**src/rtl/mux_slot_pkg.sv**
```systemverilog
// Shared types and widths for the multiplexed project-slot driver.
package mux_slot_pkg;

  localparam int IW_W  = 18;
  localparam int OW_W  = 24;
  localparam int CNT_W = 16;
  localparam int TMR_W = 8;

  typedef enum logic [1:0] {
    OP_SET_IN = 2'd0,
    OP_RESET  = 2'd1,
    OP_STEP   = 2'd2,
    OP_ENABLE = 2'd3
  } op_e;

  typedef enum logic [1:0] {
    ST_IDLE = 2'd0,
    ST_HIGH = 2'd1,
    ST_LOW  = 2'd2,
    ST_RESP = 2'd3
  } state_e;

endpackage

```
**src/rtl/mux_phase_timer.sv**
```systemverilog
// Phase timer: a down-counter reloaded on each phase entry.
// expire is high during the last system clock of a phase.
module mux_phase_timer
  import mux_slot_pkg::*;
#(
  parameter int HALF_PERIOD = 2
) (
  input  logic clk,
  input  logic rst,
  input  logic load,
  output logic expire
);

  localparam logic [TMR_W-1:0] RELOAD = TMR_W'(HALF_PERIOD - 1);

  logic [TMR_W-1:0] timer;

  // Reload on phase entry, otherwise count down to zero and hold there.
  always_ff @(posedge clk) begin
    if (rst) begin
      timer <= '0;
    end else if (load) begin
      timer <= RELOAD;
    end else if (timer != '0) begin
      timer <= timer - TMR_W'(1);
    end
  end

  assign expire = (timer == '0);

endmodule

```
**src/rtl/mux_slot_driver.sv**
```systemverilog
// Drives one multiplexed project slot: applies inputs, clocks the project
// for a commanded number of cycles, and returns a snapshot of its outputs.
//
// state | meaning
// IDLE  | waiting for a command (cmd_ready = 1)
// HIGH  | project clock high for HALF_PERIOD system clocks
// LOW   | project clock low for HALF_PERIOD system clocks
// RESP  | snapshot of ow held on rsp_data until rsp_ready
module mux_slot_driver
  import mux_slot_pkg::*;
#(
  parameter int HALF_PERIOD = 2
) (
  input  logic              clk,
  input  logic              rst,
  input  logic              cmd_valid,
  output logic              cmd_ready,
  input  logic [1:0]        cmd_op,
  input  logic [15:0]       cmd_data,
  output logic              rsp_valid,
  input  logic              rsp_ready,
  output logic [OW_W-1:0]   rsp_data,
  output logic              ena,
  output logic [IW_W-1:0]   iw,
  input  logic [OW_W-1:0]   ow
);

  state_e            state;
  state_e            state_next;
  op_e               op_q;
  logic [CNT_W-1:0]  count;
  logic [7:0]        ui_in;
  logic [7:0]        uio_in;
  logic              rst_n_q;
  logic              load;
  logic              expire;
  logic              accept;
  logic              enter_resp;

  mux_phase_timer #(
    .HALF_PERIOD (HALF_PERIOD)
  ) u_timer (
    .clk    (clk),
    .rst    (rst),
    .load   (load),
    .expire (expire)
  );

  // State register.
  always_ff @(posedge clk) begin
    if (rst) begin
      state <= ST_IDLE;
    end else begin
      state <= state_next;
    end
  end

  // Next-state decode and handshake outputs.
  always_comb begin
    state_next = state;
    cmd_ready  = 1'b0;
    rsp_valid  = 1'b0;
    unique case (state)
      ST_IDLE: begin
        cmd_ready = 1'b1;
        if (cmd_valid) begin
          unique case (op_e'(cmd_op))
            OP_SET_IN: state_next = ST_RESP;
            OP_ENABLE: state_next = ST_RESP;
            OP_STEP:   state_next = (cmd_data == 16'd0) ? ST_RESP : ST_HIGH;
            OP_RESET:  state_next = ST_HIGH;
          endcase
        end
      end
      ST_HIGH: begin
        if (expire) state_next = ST_LOW;
      end
      ST_LOW: begin
        if (expire) state_next = (count <= CNT_W'(1)) ? ST_RESP : ST_HIGH;
      end
      ST_RESP: begin
        rsp_valid = 1'b1;
        if (rsp_ready) state_next = ST_IDLE;
      end
    endcase
  end

  assign accept     = cmd_valid & cmd_ready;
  assign load       = (state_next != state) &&
                      ((state_next == ST_HIGH) || (state_next == ST_LOW));
  assign enter_resp = (state_next == ST_RESP) && (state != ST_RESP);

  // Slot input registers, cycle count and response capture.
  always_ff @(posedge clk) begin
    if (rst) begin
      op_q     <= OP_SET_IN;
      count    <= '0;
      ui_in    <= '0;
      uio_in   <= '0;
      rst_n_q  <= 1'b0;
      ena      <= 1'b0;
      rsp_data <= '0;
    end else begin
      if (accept) begin
        op_q <= op_e'(cmd_op);
        unique case (op_e'(cmd_op))
          OP_SET_IN: begin
            ui_in  <= cmd_data[7:0];
            uio_in <= cmd_data[15:8];
            count  <= '0;
          end
          OP_ENABLE: ena <= cmd_data[0];
          OP_STEP:   count <= cmd_data;
          OP_RESET: begin
            rst_n_q <= 1'b0;
            count   <= (cmd_data[7:0] == 8'd0) ? CNT_W'(1) : {8'd0, cmd_data[7:0]};
          end
        endcase
      end
      if ((state == ST_LOW) && expire) begin
        count <= count - CNT_W'(1);
      end
      if (enter_resp) begin
        rsp_data <= ow;
        // Only a RESET run reaches RESP from LOW with op_q == OP_RESET.
        if ((state == ST_LOW) && (op_q == OP_RESET)) rst_n_q <= 1'b1;
      end
    end
  end

  assign iw = {uio_in, ui_in, rst_n_q, (state == ST_HIGH)};

endmodule

```
**config.mk**
```make
export PLATFORM = sky130hd
export DESIGN_NAME = mux_slot_driver
export DESIGN_NICKNAME = d
export VERILOG_FILES = /design/src/rtl/mux_slot_pkg.sv /design/src/rtl/mux_phase_timer.sv /design/src/rtl/mux_slot_driver.sv
export SDC_FILE = /design/constraint.sdc
export NUM_CORES = 1
export LEC_CHECK = 0
export ABC_CLOCK_PERIOD_IN_PS = 5100
export CORE_ASPECT_RATIO = 1.1
export CORE_UTILIZATION = 46
export DETAILED_ROUTE_END_ITERATION = 10
export GPL_ROUTABILITY_DRIVEN = 0
export PLACE_DENSITY = 0.77
export REMOVE_ABC_BUFFERS = 1
export SLEW_MARGIN = 5
export SYNTH_ARGS = -nofsm -noshare
export SYNTH_HDL_FRONTEND = slang
export SYNTH_HIERARCHICAL = 1
export SYNTH_SLANG_ARGS = --single-unit
```
**constraint.sdc**
```tcl
create_clock -name clk -period 5.1 [get_ports clk]
set_input_delay 0.51 -clock clk [delete_from_list [all_inputs] [get_ports clk]]
set_output_delay 0.51 -clock clk [all_outputs]
set_load 0.01 [all_outputs]
```
==> run_1/final_placement.png <==
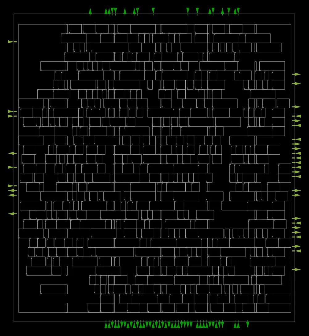
fill cell instance count of the final layout: 603
Flop Count: 70
core region area: 6710 µm²

==> run_1/pins.png <==
Pins as bars across the die edge, other pins in gray.
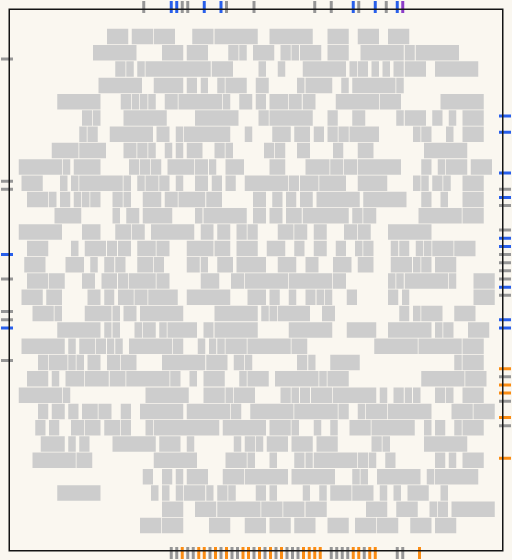
legend:
  orange:
    port: rsp_data
    pins: 24
    direction: output
    edge: 19 south, 5 east
  purple:
    port: rst
    pins: 1
    direction: input
    edge: north
  blue:
    port: iw
    pins: 18
    direction: output
    edge: 9 east, 7 north, 2 west
all pins by edge: 40 south, 25 east, 17 north, 9 west
Die Width: 82.1 µm
number of buffer cells added on primary ports: 90
die outline height: 90.1 µm

==> run_1/density.png <==
8 x 9 tiles, from white (low) to dark blue (high), 0 to 100% covered.
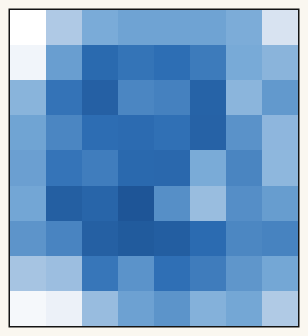
tiles over 75% full: 22%
fullest tile: 85%
nearly empty tiles: 1.4%
mean over tiles: 58%
pre-placement core utilization: 48.4%
final core area utilization: 65.0%

==> run_1/met3.png <==
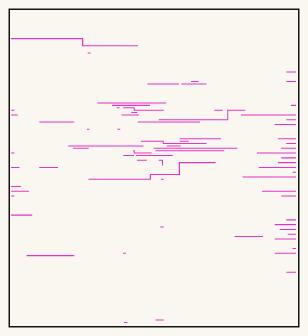
longest straight run: 23.5 µm
nets with wire on the layer: 60
detailed-route wire length: 8.24 mm
via count of the routed design: 3241
global-route track usage on met3: 4.16%

==> results.py, run 1 <==
# Auto-generated metrics
metrics = {
    "cells_and_area": {
        "relative_area_change_from_synthesis_to_final_layout_pct": 34.5,
        "finish.cell_count_without_fillers": 575,
    },
    "status": {
        "outcome": "finished, final reports clean",
    },
    "detailed_routing": {
        "detail_route.first_pass.iterations": 4,
        "initialDrtViolationCount": 253,
    },
    "final_timing": {
        "period_used_pct": 68.6,
        "hold_ws_ns": 0.455,
        "final_critical_path_setup_slack_ns": 1.60,
        "final.min_clock_period_ns": 3.50,
    },
    "synth": {
        "yosys-top-cells-count": "sky130_fd_sc_hd__nand2_1 (101), sky130_fd_sc_hd__dfxtp_1 (70), sky130_fd_sc_hd__a21oi_1 (56)",
        "syn-instance-count": 412,
        "yosys-top-cells-area": "sky130_fd_sc_hd__dfxtp_1 (43%), sky130_fd_sc_hd__nand2_1 (12%), sky130_fd_sc_hd__a21oi_1 (8.6%), sky130_fd_sc_hd__ha_1 (3.1%), sky130_fd_sc_hd__clkbuf_1 (2.5%)",
        "synth_area_per_cell_um2": 7.88,
        "yosysCellCount": 412,
        "ys_sh_aoi_pct": 18.7,
    },
    "min_path": {
        "holdPathStages": 2,
    },
    "global_route": {
        "grt-ovfl-total": 0,
        "first_global_vias": 2932,
        "grt_start_max_net_pins": 43,
    },
    "clock_tree": {
        "depth_of_the_cts_h_tree": 3,
        "clock_tree_from_tritoncts": "yes",
        "clkLatencyLatePin_ns": 0.34,
        "cts_root_buf": "sky130_fd_sc_hd__clkbuf_8",
        "post_cts_buffers": 0,
        "cts_hold_buffers": 0,
    },
    "pwr": {
        "total_power_mw": 2.35,
    },
    "floorplan": {
        "floorplan.rows": 31,
    },
    "critical_path": {
        "critPathLaunchType": "input pin",
        "critPathKind": "input pin to flop",
    },
}
run 1: layout by cell type, fill, tap and decap left out, types with 4 or more instances in the layout:
cell type and instances:
sky130_fd_sc_hd__a31oi_1 11, sky130_fd_sc_hd__nand3_1 15, sky130_fd_sc_hd__nor4_1 4, sky130_fd_sc_hd__nor3_1 6, sky130_fd_sc_hd__inv_1 11, sky130_fd_sc_hd__a211oi_1 6
sky130_fd_sc_hd__clkdlybuf4s50_1 89, sky130_fd_sc_hd__clkbuf_8 9, sky130_fd_sc_hd__or4_1 4, sky130_fd_sc_hd__nand2_1 101, sky130_fd_sc_hd__ha_1 8, sky130_fd_sc_hd__a21oi_1 56
sky130_fd_sc_hd__nor2_1 15, sky130_fd_sc_hd__o21ai_0 6, sky130_fd_sc_hd__o21ai_1 4, sky130_fd_sc_hd__or3_1 7, sky130_fd_sc_hd__dfxtp_1 70, sky130_fd_sc_hd__nand4_1 10
run 1: layer usage:
layer | routed length [µm] | up-vias
met3 | 507 | 15
met5 | 0 | -
met1 | 3620 | 1508
li1 | - | 1611
met4 | 155 | 0
met2 | 3960 | 107
run 1: cell families after synthesis:
family | Yosys count
adders and majority gates | 8
buffers and inverters | 38
AOI/OAI and AO/OA | 102
DFF | 70
and+or+nand+nor | 194
run 1: worst max-delay path: stages:
cell and delay (ns):
sky130_fd_sc_hd__clkdlybuf4s50_1 0.47, sky130_fd_sc_hd__inv_1 0.11, sky130_fd_sc_hd__ha_1 0.41, sky130_fd_sc_hd__or4b_2 0.62
sky130_fd_sc_hd__nor3_1 0.16, sky130_fd_sc_hd__nand4_1 0.15, sky130_fd_sc_hd__nand3_1 0.14, sky130_fd_sc_hd__ha_1 0.19
sky130_fd_sc_hd__and2_1 0.69, sky130_fd_sc_hd__nand2_1 0.16, sky130_fd_sc_hd__a21oi_1 0.16
run 1: power groups by stage:
stage	Sequential (mW)	Combinational [mW]	Clock, mW
6_report	0.814	1.05	0.487
3_3_place_gp	0.819	1.03	0
4_1_cts	0.813	1.05	0.495
5_1_grt	0.837	1.17	0.519
3_5_place_dp	0.824	1.05	0
2_1_floorplan	0.841	0.631	0
run 1: flip-flops by register name (all words and copies together) (netlist names):
name	flops
op_q	2
ui_in	8
state	2
rst_n_q	1
rsp_data	24
count	16
ena	1
u_timer/timer	8
uio_in	8
run 1: cell type report:
class	instances	area, µm²	share of cell area [%]
Timing Repair Buffer	92	911	20.9
Clock inverter	6	86.3	1.98
Clock buffer	10	128	2.92
Sequential cell	70	1400	32.1
Tap cell	82	103	2.35
Inverter	11	41.3	0.946
Multi-Input combinational cell	304	1690	38.8
run 1: how the worst min path moves through the flow:
stage / endpoint / slack, ns
finish: rsp_data[0] / 0.45
CTS: rsp_data[0] / 0.46
global placement: rsp_data[11] / 0.44
detailed placement: rsp_data[12] / 0.45
floorplan: op_q[0] / 0.43
global route: rsp_data[8] / 0.47
==> run_1/clock_map.png <==
Scale bar: 20 µm.
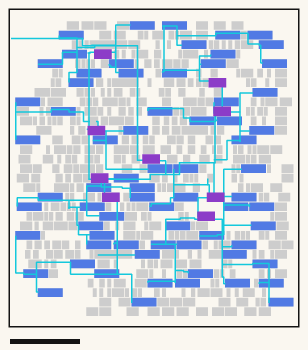

--- run 2 (diff from run 1) ---
- ABC_CLOCK_PERIOD_IN_PS: 5100 -> 3250
- clock period: 5.1 -> 3.25 ns (I/O delays scaled with it)
==> run_2/clock_map.png <==
Scale bar: 20 µm.
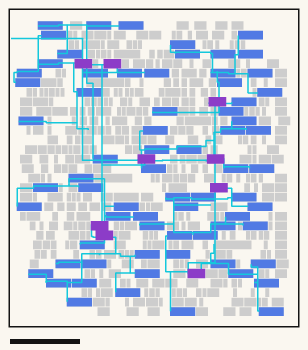
legend:
  purple:
    item: cells driving clock nets
    count: 9
  cyan:
    item: clock wires
    length: 871 µm
  blue:
    item: flip-flops
    count: 70
flops lie: spread over the die
power in the clock group: 0.859 mW
part of the power in the clock network: 22.0%
Setup Skew: 0.00632 ns

==> results.py, run 2 <==
# Auto-generated metrics
metrics = {
    "global_route": {
        "grt_start_max_net_pins": 48,
        "grt-ovfl-total": 0,
        "gr-usage-all-layers_pct": 23.6,
        "first_global_vias": 2956,
    },
    "cells_and_area": {
        "finish.utilization_pct": 66.7,
        "nets": 551,
        "largest_reg_flops": 24,
        "insertedDiodeCount": 0,
        "largestRegisters": "rsp_data (24), count (16)",
        "relative_area_change_from_synthesis_to_final_layout_pct": 37.9,
        "max_flop_register": "rsp_data",
        "layout_top_cells": "sky130_fd_sc_hd__nand2_1 (101), sky130_fd_sc_hd__clkdlybuf4s50_1 (89), sky130_fd_sc_hd__dfxtp_1 (70)",
        "final_common_cell": "sky130_fd_sc_hd__nand2_1",
    },
    "synth": {
        "yosysCellCount": 412,
        "yosys-top-cells-count": "sky130_fd_sc_hd__nand2_1 (101), sky130_fd_sc_hd__dfxtp_1 (70), sky130_fd_sc_hd__a21oi_1 (56)",
        "yosys-top-cells-area": "sky130_fd_sc_hd__dfxtp_1 (43%), sky130_fd_sc_hd__nand2_1 (12%), sky130_fd_sc_hd__a21oi_1 (8.6%), sky130_fd_sc_hd__ha_1 (3.1%), sky130_fd_sc_hd__clkbuf_1 (2.5%)",
        "yosys_area_um2": 3250,
        "yosys.area.top_type": "sky130_fd_sc_hd__dfxtp_1",
        "synth_area_per_cell_um2": 7.88,
    },
    "critical_path": {
        "cpPeakStageDelay_ns": 0.39,
        "critical_path.cell_chain": "inv_1 > ha_1 > or3b_1 > or2_1 > inv_1 > nand2b_1 > a31oi_1 > nand3_1 > ha_1 > a21boi_0 > or2_2 > a211oi_1",
        "critPathLaunchType": "flop",
        "ff2ff_path_depth": 12,
        "cp_slowest_cell": "sky130_fd_sc_hd__or3b_1",
        "critPathKind": "flop to flop",
        "worstPathRequired_ns": 3.50,
    },
    "detailed_routing": {
        "initialDrtViolationCount": 269,
        "highest-signal-layer": "met4",
        "detail_route.first_pass.iterations": 4,
        "route.met2.wl_mm": 3.91,
        "vias": 3242,
        "dr_wl_met3_um": 518,
        "drt-met1-wl_mm": 3.70,
        "detailed_route_wire_length_mm": 8.33,
    },
    "floorplan": {
        "chipHeight_um": 90.1,
        "placeableCoreArea_um2": 6710,
        "chipWidth_um": 82.1,
        "floorplan.rows": 31,
        "floorplanUtilization_pct": 48.4,
    },
    "min_path": {
        "holdPathStages": 2,
    },
    "clock_tree": {
        "cts_hold_buffers": 0,
        "clkLatencyLatePin_ns": 0.34,
        "cts_root_buf": "sky130_fd_sc_hd__clkbuf_8",
        "depth_of_the_cts_h_tree": 3,
        "post_cts_buffers": 0,
    },
    "placement": {
        "placement.io_buffers": 90,
    },
    "status": {
        "outcome": "finished, final reports clean",
    },
    "final_timing": {
        "period_used_pct": 92.8,
        "hold_ws_ns": 0.454,
        "final_critical_path_setup_slack_ns": 0.235,
    },
}
==> run_2/pins.png <==
Pins as bars across the die edge, other pins in gray.
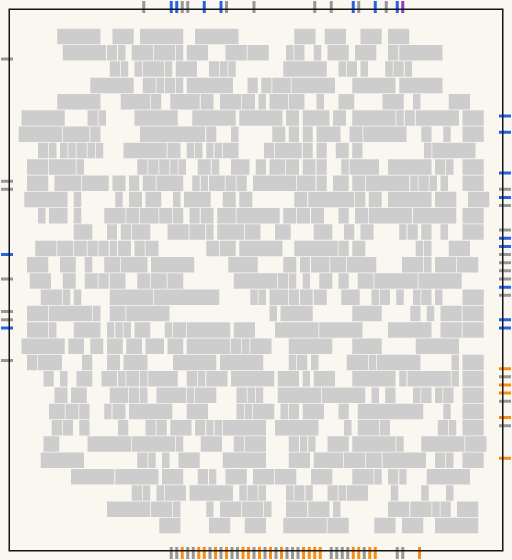
legend:
  blue:
    port: iw
    pins: 18
    direction: output
    edge: 9 east, 7 north, 2 west
  purple:
    port: rst
    pins: 1
    direction: input
    edge: north
  orange:
    port: rsp_data
    pins: 24
    direction: output
    edge: 19 south, 5 east
all pins by edge: 40 south, 25 east, 17 north, 9 west

-- run 2: cell counts after synthesis --
Identical to the previous run, type by type.
-- run 2: final cells by class --
cell class,count,area [µm²]
clock inverters,6,109
repair buffers,101,991
fillers,575,2230
well taps,82,103
inverters,11,41.3
clock buffers,10,138
flip-flops and latches,70,1400
multi-input cells,304,1690
-- run 2: kinds of logic after synthesis --
| group | count (synthesis) | synth area share (%) |
|---|---|---|
| AND-OR/OR-AND | 102 | 18.7 |
| adder cells (fa/ha/maj) | 8 | 3.08 |
| flip-flops | 70 | 43.2 |
| AND/OR/NAND/NOR | 194 | 30.4 |
| buffers and inverters | 38 | 4.63 |
-- run 2: path summary, 6_finish.rpt --
check | startpoint | endpoint
worst min register to register | uio_in[0] | uio_in[0]
worst max register to register | u_timer/timer[0] | u_timer/timer[1]
worst max-delay path | u_timer/timer[0] | u_timer/timer[1]
worst min-delay path | uio_in[0] | uio_in[0]
-- run 2: through the flow --
stage / cell area, µm² / instances / power, mW
global route: 4480 / 584 / 4.17
finish: 4480 / 584 / 3.90
detailed placement: 4230 / 568 / 3.06
global placement: 4230 / 568 / 3.02
CTS: 4480 / 584 / 3.93
floorplan: 3140 / 385 / 2.31
-- run 2: power groups by stage --
| stage | clock [mW] | combinational [mW] | sequential [mW] |
|---|---|---|---|
| finish | 0.859 | 1.76 | 1.28 |
| CTS | 0.875 | 1.77 | 1.28 |
| detailed placement | 0 | 1.76 | 1.30 |
| floorplan | 0 | 0.990 | 1.32 |
| global route | 0.910 | 1.95 | 1.32 |
| global placement | 0 | 1.73 | 1.28 |
-- run 2: critical path, delay by kind of cell (launching register included) --
kind | cells | cell delay (ns)
AOI/OAI and AO/OA | 3 | 0.58
adders and majority gates | 2 | 0.51
buffers and inverters | 2 | 0.26
DFF | 1 | 0.34
and+or+nand+nor | 5 | 1.23
-- run 2: routing by layer --
metal / vias to the layer above / GRT usage (%)
met5: - / 0
li1: 1629 / -
met1: 1492 / 30.6
met4: 0 / 10.4
met3: 17 / 4.57
met2: 104 / 37.2
==> run_2/final_placement.png <==
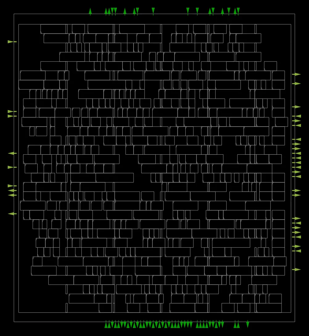

--- run 3 (diff from run 2) ---
- ABC_CLOCK_PERIOD_IN_PS: 3250 -> 3700
- clock period: 3.25 -> 3.7 ns (I/O delays scaled with it)
==> run_3/final_placement.png <==
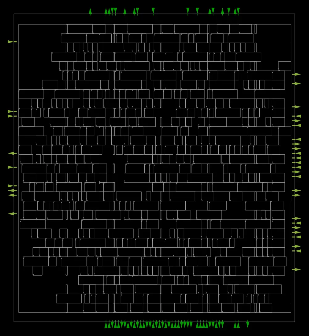
fill cell instance count of the final layout: 610
site row count: 31
fin cells: 579

==> results.py, run 3 <==
# Auto-generated metrics
metrics = {
    "cells_and_area": {
        "final_common_cell": "sky130_fd_sc_hd__nand2_1",
        "finish.utilization_pct": 65.0,
        "largest_reg_flops": 24,
        "layout_top_cells": "sky130_fd_sc_hd__nand2_1 (101), sky130_fd_sc_hd__clkdlybuf4s50_1 (89), sky130_fd_sc_hd__dfxtp_1 (70)",
        "max_flop_register": "rsp_data",
        "nets": 546,
    },
    "placement": {
        "placed_area_um2": 4180,
        "placement.io_buffers": 90,
    },
    "clock_tree": {
        "post_cts_buffers": 0,
        "cts_hold_buffers": 0,
        "clkLatencyLatePin_ns": 0.35,
    },
    "global_route": {
        "grt_start_max_net_pins": 43,
        "first_global_vias": 3011,
        "gr-usage-all-layers_pct": 24.1,
        "grt-ovfl-total": 0,
    },
    "critical_path": {
        "critPathLaunchType": "flop",
        "cpPeakStageDelay_ns": 0.50,
        "timing.critical_path.buf_inv": 2,
        "worstPathRequired_ns": 3.96,
        "path_delay_family": "simple AND/OR/NAND/NOR gates",
    },
    "detailed_routing": {
        "initialDrtViolationCount": 294,
        "vias": 3279,
    },
    "synth": {
        "synthSimpleGateAreaFrac_pct": 30.4,
        "yosys-top-cells-area": "sky130_fd_sc_hd__dfxtp_1 (43%), sky130_fd_sc_hd__nand2_1 (12%), sky130_fd_sc_hd__a21oi_1 (8.6%), sky130_fd_sc_hd__ha_1 (3.1%), sky130_fd_sc_hd__clkbuf_1 (2.5%)",
        "synth_xor_xnor_area_share_pct": 0,
        "yosys-top-cells-count": "sky130_fd_sc_hd__nand2_1 (101), sky130_fd_sc_hd__dfxtp_1 (70), sky130_fd_sc_hd__a21oi_1 (56)",
        "yosys.area.top_type": "sky130_fd_sc_hd__dfxtp_1",
    },
    "status": {
        "outcome": "finished, final reports clean",
    },
    "min_path": {
        "holdPathStages": 2,
        "timing.hold.worst_endpoint": "rsp_data[9]",
    },
    "floorplan": {
        "placeableCoreArea_um2": 6710,
        "floorplanUtilization_pct": 48.4,
    },
    "final_timing": {
        "hold_ws_ns": 0.453,
    },
    "pwr": {
        "clkPwrFrac_pct": 18.4,
    },
}
==> run_3/pins.png <==
Pins as bars across the die edge, other pins in gray.
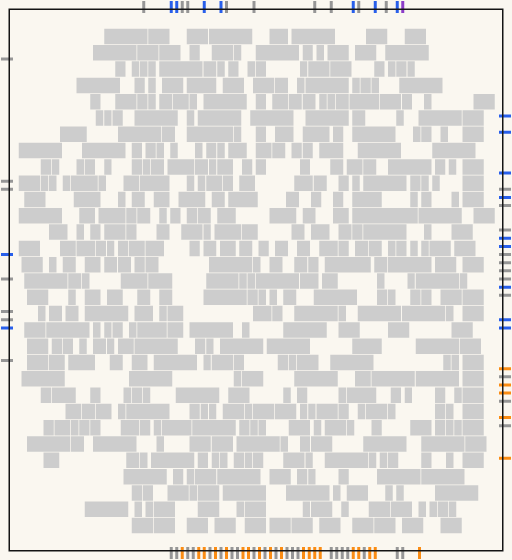
legend:
  orange:
    port: rsp_data
    pins: 24
    direction: output
    edge: 19 south, 5 east
  blue:
    port: iw
    pins: 18
    direction: output
    edge: 9 east, 7 north, 2 west
  purple:
    port: rst
    pins: 1
    direction: input
    edge: north
all pins by edge: 40 south, 25 east, 17 north, 9 west

run 3: worst max path at each step:
| stage | from | end | slack (ns) | depth (start not counted) |
|---|---|---|---|---|
| after floorplan | u_timer/timer[0] | u_timer/timer[1] | 0.92 | 12 |
| after global placement | cmd_op[0] | u_timer/timer[1] | 0.48 | 11 |
| after detailed placement | cmd_op[0] | u_timer/timer[1] | 0.37 | 11 |
| after CTS | u_timer/timer[0] | u_timer/timer[1] | 0.56 | 12 |
| after global routing | u_timer/timer[0] | u_timer/timer[1] | 0.32 | 12 |
| final | u_timer/timer[0] | u_timer/timer[1] | 0.52 | 12 |
run 3: metrics by stage:
step / power (mW) / setup slack (ns)
floorplan: 2.03 / 0.922
global placement: 2.58 / 0.480
detailed placement: 2.63 / 0.374
CTS: 3.23 / 0.560
global route: 3.46 / 0.315
finish: 3.22 / 0.516
run 3: cells by family (layout without fill, tap and decap cells):
family,after synthesis,count (layout)
compound gates,102,102
fa+ha+maj,8,8
buf+inv,38,123
flops,70,70
simple gates,194,194
run 3: cell type report:
| cell class | instances | area, µm² |
|---|---|---|
| fill | 610 | 2350 |
| clock buffer | 13 | 139 |
| inverter | 11 | 41.3 |
| clock inverter | 3 | 45.0 |
| timing repair buffer | 96 | 941 |
| sequential | 70 | 1400 |
| multi-input combinational | 304 | 1690 |
| tap | 82 | 103 |
run 3: routing by layer:
layer  track usage [%]  wire (µm)  vias up
met5                 0          0        -
met4              9.50        172        0
met3              4.37        565       14
met2              38.6       4040      113
met1              31.4       3640     1540
li1                  -          -     1612
run 3: power groups by stage:
stage / sequential [mW] / combinational, mW / clock (mW)
floorplan: 1.16 / 0.869 / 0
CTS: 1.13 / 1.50 / 0.601
finish: 1.13 / 1.50 / 0.593
global route: 1.16 / 1.66 / 0.641
detailed placement: 1.14 / 1.49 / 0
global placement: 1.13 / 1.45 / 0
run 3: worst register-to-register path, stage by stage, from the launching register on:
cell and delay, ns:
sky130_fd_sc_hd__dfxtp_1 0.34, sky130_fd_sc_hd__inv_1 0.09, sky130_fd_sc_hd__ha_1 0.24, sky130_fd_sc_hd__or3b_1 0.50, sky130_fd_sc_hd__or2_1 0.32, sky130_fd_sc_hd__inv_1 0.18, sky130_fd_sc_hd__nand2b_1 0.07, sky130_fd_sc_hd__a31oi_1 0.20
sky130_fd_sc_hd__nand3_1 0.11, sky130_fd_sc_hd__ha_1 0.29, sky130_fd_sc_hd__a21boi_0 0.15, sky130_fd_sc_hd__or2_2 0.40, sky130_fd_sc_hd__a211oi_1 0.22
Power is estimated from default activity; no workload was simulated.
